--- src/rtl/argon_pkg.sv ---
// Shared definitions for the memory arbiter: access mask encodings, FSM states,
// requester identifiers and the latched request record.
package argon_pkg;

  // Write mask: how many bytes are stored.
  typedef enum logic [1:0] {
    WR_NONE = 2'b00,
    WR_BYTE = 2'b01,
    WR_HALF = 2'b10,
    WR_WORD = 2'b11
  } wr_mask_e;

  // Read mask: bit 2 selects the sign-extending variant of the width in bits 1:0.
  typedef enum logic [2:0] {
    RD_NONE  = 3'b000,
    RD_BYTE  = 3'b001,
    RD_HALF  = 3'b010,
    RD_WORD  = 3'b011,
    RD_SBYTE = 3'b101,
    RD_SHALF = 3'b110,
    RD_SWORD = 3'b111
  } rd_mask_e;

  typedef enum logic [1:0] {
    ST_IDLE  = 2'b00,
    ST_ISSUE = 2'b01,
    ST_RESP  = 2'b10
  } arb_state_e;

  typedef enum logic {
    REQ_FETCH = 1'b0,
    REQ_DATA  = 1'b1
  } req_id_e;

  typedef struct packed {
    logic [31:0] addr;
    logic [31:0] wr_data;
    logic [1:0]  wr_mask;
    logic [2:0]  rd_mask;
  } mem_req_t;

endpackage

--- src/rtl/mem_arbiter_if.sv ---
// Requester-side and memory-side signals of mem_arbiter bundled as one port.
// slave = arbiter view, master = requesters plus memory (the environment).
interface mem_arbiter_if;

  // Requester 0 (fetch)
  logic        i_p0_req;
  logic [31:0] i_p0_addr;
  logic [31:0] i_p0_wr_data;
  logic [1:0]  i_p0_wr_mask;
  logic [2:0]  i_p0_rd_mask;
  logic        o_p0_gnt;
  logic        o_p0_done;
  logic [31:0] o_p0_rd_data;
  logic [1:0]  o_p0_err;

  // Requester 1 (data)
  logic        i_p1_req;
  logic [31:0] i_p1_addr;
  logic [31:0] i_p1_wr_data;
  logic [1:0]  i_p1_wr_mask;
  logic [2:0]  i_p1_rd_mask;
  logic        o_p1_gnt;
  logic        o_p1_done;
  logic [31:0] o_p1_rd_data;
  logic [1:0]  o_p1_err;

  // Memory side
  logic [31:0] o_mem_addr;
  logic [31:0] o_mem_wr_data;
  logic [1:0]  o_mem_wr_mask;
  logic [2:0]  o_mem_rd_mask;
  logic [31:0] i_mem_rd_data;
  logic        i_mem_err_address_misaligned;
  logic        i_mem_err_invalid_read_mask;

  modport slave (
    input  i_p0_req, i_p0_addr, i_p0_wr_data, i_p0_wr_mask, i_p0_rd_mask,
    output o_p0_gnt, o_p0_done, o_p0_rd_data, o_p0_err,
    input  i_p1_req, i_p1_addr, i_p1_wr_data, i_p1_wr_mask, i_p1_rd_mask,
    output o_p1_gnt, o_p1_done, o_p1_rd_data, o_p1_err,
    output o_mem_addr, o_mem_wr_data, o_mem_wr_mask, o_mem_rd_mask,
    input  i_mem_rd_data, i_mem_err_address_misaligned, i_mem_err_invalid_read_mask
  );

  modport master (
    output i_p0_req, i_p0_addr, i_p0_wr_data, i_p0_wr_mask, i_p0_rd_mask,
    input  o_p0_gnt, o_p0_done, o_p0_rd_data, o_p0_err,
    output i_p1_req, i_p1_addr, i_p1_wr_data, i_p1_wr_mask, i_p1_rd_mask,
    input  o_p1_gnt, o_p1_done, o_p1_rd_data, o_p1_err,
    input  o_mem_addr, o_mem_wr_data, o_mem_wr_mask, o_mem_rd_mask,
    output i_mem_rd_data, i_mem_err_address_misaligned, i_mem_err_invalid_read_mask
  );

endinterface

--- src/rtl/mem_rr_picker.sv ---
// Two-way round-robin picker: one-hot grant from the request vector, with the
// priority pointer advancing only when the arbiter actually accepts the grant.
module mem_rr_picker
  import argon_pkg::*;
(
  input  logic       i_clk,
  input  logic       i_reset,
  input  logic [1:0] i_req,
  input  logic       i_accept,
  output logic [1:0] o_gnt
);

  // Identity of the most recent winner; reset to DATA so FETCH wins first contention.
  req_id_e last_q;

  always_ff @(posedge i_clk or posedge i_reset) begin
    if (i_reset) begin
      last_q <= REQ_DATA;
    end else if (i_accept) begin
      last_q <= o_gnt[1] ? REQ_DATA : REQ_FETCH;
    end
  end

  always_comb begin
    o_gnt = 2'b00;
    unique case (i_req)
      2'b01:   o_gnt = 2'b01;
      2'b10:   o_gnt = 2'b10;
      2'b11:   o_gnt = (last_q == REQ_DATA) ? 2'b01 : 2'b10;
      default: o_gnt = 2'b00;
    endcase
  end

endmodule

--- src/rtl/mem_arbiter.sv ---
// Arbitrates a fetch and a data requester onto one memory port: grant in IDLE,
// drive the access in ISSUE, return data/errors with done in RESP.
module mem_arbiter
  import argon_pkg::*;
(
  input  logic         i_clk,
  input  logic         i_reset,
  input  logic         i_halt,
  mem_arbiter_if.slave bus
);

  arb_state_e state_q, state_d;
  mem_req_t   req0, req1, req_q;
  req_id_e    owner_q;
  logic [1:0] err_q;
  logic [1:0] req_vec;
  logic [1:0] pick;
  logic       run;
  logic       accept;

  assign req0 = '{addr:    bus.i_p0_addr,
                  wr_data: bus.i_p0_wr_data,
                  wr_mask: bus.i_p0_wr_mask,
                  rd_mask: bus.i_p0_rd_mask};
  assign req1 = '{addr:    bus.i_p1_addr,
                  wr_data: bus.i_p1_wr_data,
                  wr_mask: bus.i_p1_wr_mask,
                  rd_mask: bus.i_p1_rd_mask};

  assign req_vec = {bus.i_p1_req, bus.i_p0_req};
  // Outputs stay quiet while reset is held, even if a request is pending.
  assign run     = !i_halt && !i_reset;
  assign accept  = (state_q == ST_IDLE) && run && (|req_vec);

  mem_rr_picker u_picker (
    .i_clk    (i_clk),
    .i_reset  (i_reset),
    .i_req    (req_vec),
    .i_accept (accept),
    .o_gnt    (pick)
  );

  // ---------------------------------------------------------------------------
  // State register: halt freezes the FSM in place.
  // ---------------------------------------------------------------------------
  // NOTE: flops use non-blocking (<=) so every register samples pre-edge values;
  // blocking assignments here would make results depend on statement order.
  always_ff @(posedge i_clk or posedge i_reset) begin
    if (i_reset) begin
      state_q <= ST_IDLE;
    end else if (!i_halt) begin
      state_q <= state_d;
    end
  end

  // ---------------------------------------------------------------------------
  // Next-state logic
  // ---------------------------------------------------------------------------
  // NOTE: state_d gets a default before the case so no path leaves it
  // unassigned; a missing default would infer a latch.
  always_comb begin
    state_d = state_q;
    unique case (state_q)
      ST_IDLE:  if (|req_vec) state_d = ST_ISSUE;
      ST_ISSUE: state_d = ST_RESP;
      ST_RESP:  state_d = ST_IDLE;
      default:  state_d = ST_IDLE;
    endcase
  end

  // ---------------------------------------------------------------------------
  // Request / error capture. Requests are sampled once at grant; later changes
  // on the requester side have no effect on the access in flight.
  // ---------------------------------------------------------------------------
  always_ff @(posedge i_clk or posedge i_reset) begin
    if (i_reset) begin
      req_q   <= '0;
      owner_q <= REQ_FETCH;
      err_q   <= 2'b00;
    end else begin
      if (accept) begin
        owner_q <= pick[1] ? REQ_DATA : REQ_FETCH;
        req_q   <= pick[1] ? req1 : req0;
      end
      if ((state_q == ST_ISSUE) && !i_halt) begin
        err_q <= {bus.i_mem_err_address_misaligned, bus.i_mem_err_invalid_read_mask};
      end
    end
  end

  // ---------------------------------------------------------------------------
  // Output logic: everything defaults to zero, so the memory sees no access
  // outside an un-halted ISSUE cycle and data/err are zero without done.
  // ---------------------------------------------------------------------------
  always_comb begin
    bus.o_p0_gnt      = 1'b0;
    bus.o_p1_gnt      = 1'b0;
    bus.o_p0_done     = 1'b0;
    bus.o_p1_done     = 1'b0;
    bus.o_p0_rd_data  = 32'h0;
    bus.o_p1_rd_data  = 32'h0;
    bus.o_p0_err      = 2'b00;
    bus.o_p1_err      = 2'b00;
    bus.o_mem_addr    = 32'h0;
    bus.o_mem_wr_data = 32'h0;
    bus.o_mem_wr_mask = WR_NONE;
    bus.o_mem_rd_mask = RD_NONE;

    unique case (state_q)
      ST_IDLE: begin
        if (run) begin
          bus.o_p0_gnt = pick[0];
          bus.o_p1_gnt = pick[1];
        end
      end
      ST_ISSUE: begin
        if (run) begin
          bus.o_mem_addr    = req_q.addr;
          bus.o_mem_wr_data = req_q.wr_data;
          bus.o_mem_wr_mask = req_q.wr_mask;
          bus.o_mem_rd_mask = req_q.rd_mask;
        end
      end
      ST_RESP: begin
        if (run) begin
          if (owner_q == REQ_DATA) begin
            bus.o_p1_done    = 1'b1;
            bus.o_p1_rd_data = bus.i_mem_rd_data;
            bus.o_p1_err     = err_q;
          end else begin
            bus.o_p0_done    = 1'b1;
            bus.o_p0_rd_data = bus.i_mem_rd_data;
            bus.o_p0_err     = err_q;
          end
        end
      end
      default: ;
    endcase
  end

endmodule

--- src/flat_wrapper.sv ---
// flat-port wrapper written by rule: the top's interface ports become plain ports
module mem_arbiter_flat import argon_pkg::*;
  (i_clk, i_reset, i_halt, bus_i_p0_req, bus_i_p0_addr, bus_i_p0_wr_data, bus_i_p0_wr_mask, bus_i_p0_rd_mask, bus_o_p0_gnt, bus_o_p0_done, bus_o_p0_rd_data, bus_o_p0_err, bus_i_p1_req, bus_i_p1_addr, bus_i_p1_wr_data, bus_i_p1_wr_mask, bus_i_p1_rd_mask, bus_o_p1_gnt, bus_o_p1_done, bus_o_p1_rd_data, bus_o_p1_err, bus_o_mem_addr, bus_o_mem_wr_data, bus_o_mem_wr_mask, bus_o_mem_rd_mask, bus_i_mem_rd_data, bus_i_mem_err_address_misaligned, bus_i_mem_err_invalid_read_mask);
  mem_arbiter_if bus_i ();
  input  logic i_clk;
  input  logic i_reset;
  input  logic i_halt;
  input wire logic [$bits(bus_i.i_p0_req)-1:0] bus_i_p0_req;
  input wire logic [$bits(bus_i.i_p0_addr)-1:0] bus_i_p0_addr;
  input wire logic [$bits(bus_i.i_p0_wr_data)-1:0] bus_i_p0_wr_data;
  input wire logic [$bits(bus_i.i_p0_wr_mask)-1:0] bus_i_p0_wr_mask;
  input wire logic [$bits(bus_i.i_p0_rd_mask)-1:0] bus_i_p0_rd_mask;
  output wire logic [$bits(bus_i.o_p0_gnt)-1:0] bus_o_p0_gnt;
  output wire logic [$bits(bus_i.o_p0_done)-1:0] bus_o_p0_done;
  output wire logic [$bits(bus_i.o_p0_rd_data)-1:0] bus_o_p0_rd_data;
  output wire logic [$bits(bus_i.o_p0_err)-1:0] bus_o_p0_err;
  input wire logic [$bits(bus_i.i_p1_req)-1:0] bus_i_p1_req;
  input wire logic [$bits(bus_i.i_p1_addr)-1:0] bus_i_p1_addr;
  input wire logic [$bits(bus_i.i_p1_wr_data)-1:0] bus_i_p1_wr_data;
  input wire logic [$bits(bus_i.i_p1_wr_mask)-1:0] bus_i_p1_wr_mask;
  input wire logic [$bits(bus_i.i_p1_rd_mask)-1:0] bus_i_p1_rd_mask;
  output wire logic [$bits(bus_i.o_p1_gnt)-1:0] bus_o_p1_gnt;
  output wire logic [$bits(bus_i.o_p1_done)-1:0] bus_o_p1_done;
  output wire logic [$bits(bus_i.o_p1_rd_data)-1:0] bus_o_p1_rd_data;
  output wire logic [$bits(bus_i.o_p1_err)-1:0] bus_o_p1_err;
  output wire logic [$bits(bus_i.o_mem_addr)-1:0] bus_o_mem_addr;
  output wire logic [$bits(bus_i.o_mem_wr_data)-1:0] bus_o_mem_wr_data;
  output wire logic [$bits(bus_i.o_mem_wr_mask)-1:0] bus_o_mem_wr_mask;
  output wire logic [$bits(bus_i.o_mem_rd_mask)-1:0] bus_o_mem_rd_mask;
  input wire logic [$bits(bus_i.i_mem_rd_data)-1:0] bus_i_mem_rd_data;
  input wire logic [$bits(bus_i.i_mem_err_address_misaligned)-1:0] bus_i_mem_err_address_misaligned;
  input wire logic [$bits(bus_i.i_mem_err_invalid_read_mask)-1:0] bus_i_mem_err_invalid_read_mask;
  assign bus_i.i_p0_req = bus_i_p0_req;
  assign bus_i.i_p0_addr = bus_i_p0_addr;
  assign bus_i.i_p0_wr_data = bus_i_p0_wr_data;
  assign bus_i.i_p0_wr_mask = bus_i_p0_wr_mask;
  assign bus_i.i_p0_rd_mask = bus_i_p0_rd_mask;
  assign bus_o_p0_gnt = bus_i.o_p0_gnt;
  assign bus_o_p0_done = bus_i.o_p0_done;
  assign bus_o_p0_rd_data = bus_i.o_p0_rd_data;
  assign bus_o_p0_err = bus_i.o_p0_err;
  assign bus_i.i_p1_req = bus_i_p1_req;
  assign bus_i.i_p1_addr = bus_i_p1_addr;
  assign bus_i.i_p1_wr_data = bus_i_p1_wr_data;
  assign bus_i.i_p1_wr_mask = bus_i_p1_wr_mask;
  assign bus_i.i_p1_rd_mask = bus_i_p1_rd_mask;
  assign bus_o_p1_gnt = bus_i.o_p1_gnt;
  assign bus_o_p1_done = bus_i.o_p1_done;
  assign bus_o_p1_rd_data = bus_i.o_p1_rd_data;
  assign bus_o_p1_err = bus_i.o_p1_err;
  assign bus_o_mem_addr = bus_i.o_mem_addr;
  assign bus_o_mem_wr_data = bus_i.o_mem_wr_data;
  assign bus_o_mem_wr_mask = bus_i.o_mem_wr_mask;
  assign bus_o_mem_rd_mask = bus_i.o_mem_rd_mask;
  assign bus_i.i_mem_rd_data = bus_i_mem_rd_data;
  assign bus_i.i_mem_err_address_misaligned = bus_i_mem_err_address_misaligned;
  assign bus_i.i_mem_err_invalid_read_mask = bus_i_mem_err_invalid_read_mask;
  mem_arbiter u_core (.i_clk(i_clk), .i_reset(i_reset), .i_halt(i_halt), .bus(bus_i));
endmodule
--- config.mk ---
export PLATFORM = sky130hd
export DESIGN_NAME = mem_arbiter_flat
export DESIGN_NICKNAME = d
export VERILOG_FILES = /design/src/rtl/argon_pkg.sv /design/src/rtl/mem_arbiter_if.sv /design/src/rtl/mem_rr_picker.sv /design/src/rtl/mem_arbiter.sv /design/src/flat_wrapper.sv
export SDC_FILE = /design/constraint.sdc
export NUM_CORES = 1
export LEC_CHECK = 0
export ABC_AREA = 1
export CELL_PAD_IN_SITES_DETAIL_PLACEMENT = 0
export CELL_PAD_IN_SITES_GLOBAL_PLACEMENT = 1
export CORE_ASPECT_RATIO = 0.6
export CORE_MARGIN = 4
export CORE_UTILIZATION = 21
export CTS_BUF_LIST = sky130_fd_sc_hd__clkbuf_8 sky130_fd_sc_hd__clkbuf_16
export CTS_CLUSTER_SIZE = 12
export DETAILED_ROUTE_END_ITERATION = 6
export PLACE_DENSITY = 0.75
export SLEW_MARGIN = 25
export SYNTH_ARGS = -nofsm -noshare
export SYNTH_HDL_FRONTEND = slang
export SYNTH_SLANG_ARGS = --single-unit
--- constraint.sdc ---
create_clock -name i_clk -period 2.75 [get_ports i_clk]
set_input_delay 0.825 -clock i_clk [delete_from_list [all_inputs] [get_ports i_clk]]
set_output_delay 0.825 -clock i_clk [all_outputs]
set_load 0.01 [all_outputs]
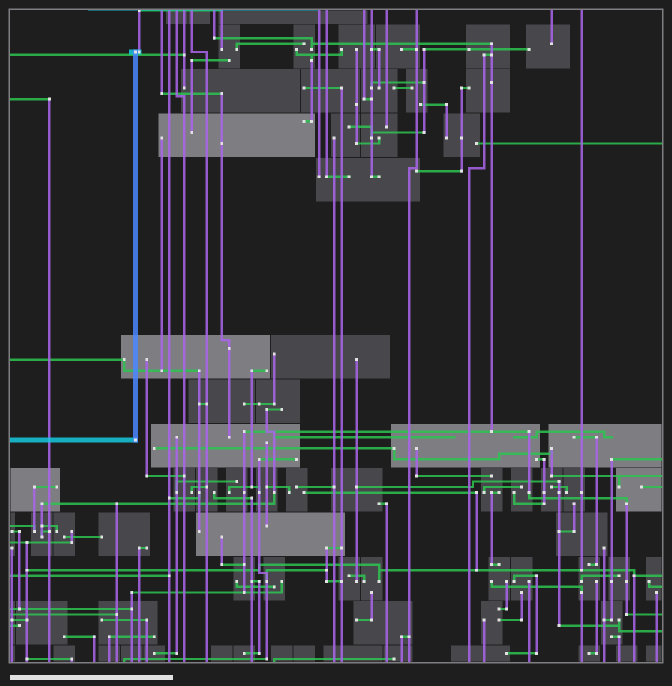
(layout detail)
Scale bar: 10 um. Window x 82 to 122, y 18 to 58 um. Cells in grey, sequential cells in the stronger grey; small squares are vias.
[cyan] metal 3
[blue] metal 4
[green] metal 1
[purple] metal 2
netlist names of flops here include: `u_core.req_q` (5), `u_core.u_picker.last_q` (1)
sequential cells in the window: 6
most frequent: nand2_1 (19)
cells with their middle in the window: 52

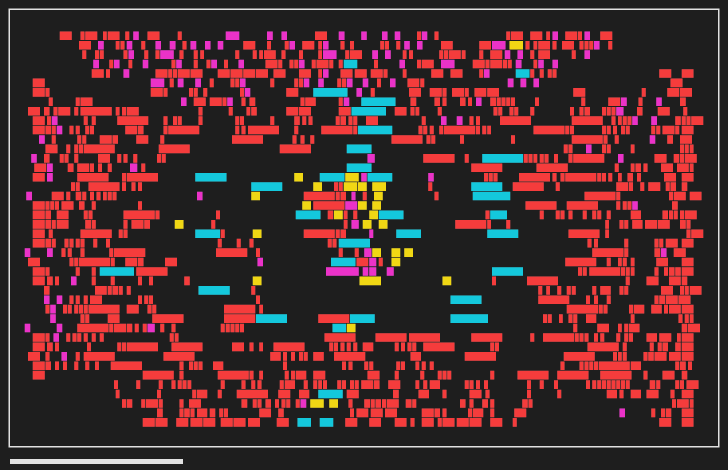
(sizing map)
Scale bar: 50 um.
[cyan] _6 and larger | cells: 34 | share: 3.0%
[yellow] _3 and _4 cells | cells: 28 | share: 2.5%
[magenta] _2 cells | cells: 114 | share: 10%
[red] _0 and _1 cells | cells: 960 | share: 85%

-- registers in the layout, summed over array words and instances (netlist names) --
signal,cells
u_core.err_q,2
u_core.owner_q,1
u_core.req_q,69
u_core.u_picker.last_q,1
u_core.state_q,2
-- layout make-up --
class                   instances  area [um2]
clock buffers                  10         239
clock inverters                 5        78.8
fillers                      2477       13800
inverters                      43         163
multi-input cells             648        2610
flip-flops and latches         75        1880
well taps                     308         385
repair buffers                355        3240
-- power by group through the flow --
stage / Sequential, uW / Clock, uW / Combinational [uW]
after floorplan: 1860 / 0 / 1090
after global placement: 1920 / 0 / 1860
after detailed placement: 1930 / 0 / 1880
after CTS: 1930 / 1330 / 1890
after global routing: 1980 / 1390 / 2080
final: 1930 / 1290 / 1830
==> reports/results.ini <==
[floorplan]
dieWidth_um=204
dieHeight_um=126
placementRows=42
die_area_um2=25700
fp_util_pct=21.7

[hold_path]
hp-class=primary input to async pin

[global_routing]
busiest_layer=met1
antenna_found_initial=0
use_met2_pct=24.6
grt_overflow_total=0
grt_max_degree=72
use_met3_pct=5.32
met1_usage_pct=24.7

[synth]
synth_area_leader_cell=dfrtp_1
ys_types=15
avgSynthCellArea_um2=5.90
yosys_cells=822
ff_type=dfrtp_1
synth_area_um2=4850
top_area_share_pct=38.2
yosys.area_share.adder_pct=0
ys_area_um2=4850
async_flop_share_pct=100
ys_sh_mux_pct=0
synthCells=822
synth_xor_xnor_area_share_pct=0
yosysMostFrequentCell=nand2_1
synth-edff-count=0

[drt]
highest_layer=met4
dr.pass1.iters=5
wl_met1_mm=10.8
drtAntennaViolNets=0
drc=0
drt_iter0_drc=465
met2_length_mm=9.53
wl_mm=22.3
post_drt_wl_per_cell_um=15.5

[clock_tree]
path_clk_slew_ns=0.07
post_cts_resized=363
insertion_delay_ns=0.33
tritoncts=built

[timing]
max_freq_mhz=361
fin_crit_ns=2.77
rsz0062_at_grt=yes
slew_violations=0
tightest_slew_ns=0.839
finClkSkew_ns=0.0116
hold_viol=0
setup_viol=7
relSlewSlack_pct=44.0
setup_ws_ns=-0.0195
finalSetupTns_ns=-0.0557
period_used_pct=101

[layout]
layout_top_cell=nand2_1
final_nets=1309
final_util_pct=38.3
final_layout_top_logic_cells=nand2_1 (421), clkdlybuf4s50_1 (173), nor2_1 (137)
area_delta_synth_final_pct=76.9
drive_above_1_share_pct=15.5

[power]
leakagePower_uw=0.00464
powerDensity_nw_per_um2=589
clockPowerShare_pct=25.5
pwr-share-seq_pct=38.2
p_sw_uw=1810
pwr-share-comb_pct=36.3

[worst_setup_path]
start_kind=primary input
path_common_cell=nor2_4
reg2reg_slack_ns=0.98
cp_max_fo=17
path_depth=9
slowest_stage=clkdlybuf4s15_1
worstPathRequired_ns=1.93
regToRegStartpoint=u_core.u_picker.last_q$_DFFE_PP1P_
crit_family=buffers and inverters
startpoint=i_halt
worstReg2RegEnd=u_core.req_q[39]$_DFFE_PP0P_

[outcome]
status=finished with violations
violations=setup timing

[placement]
io_buffers=317
routabilityCongestion=0.843

No activity file was given, so power comes from the tool's default toggle rates.
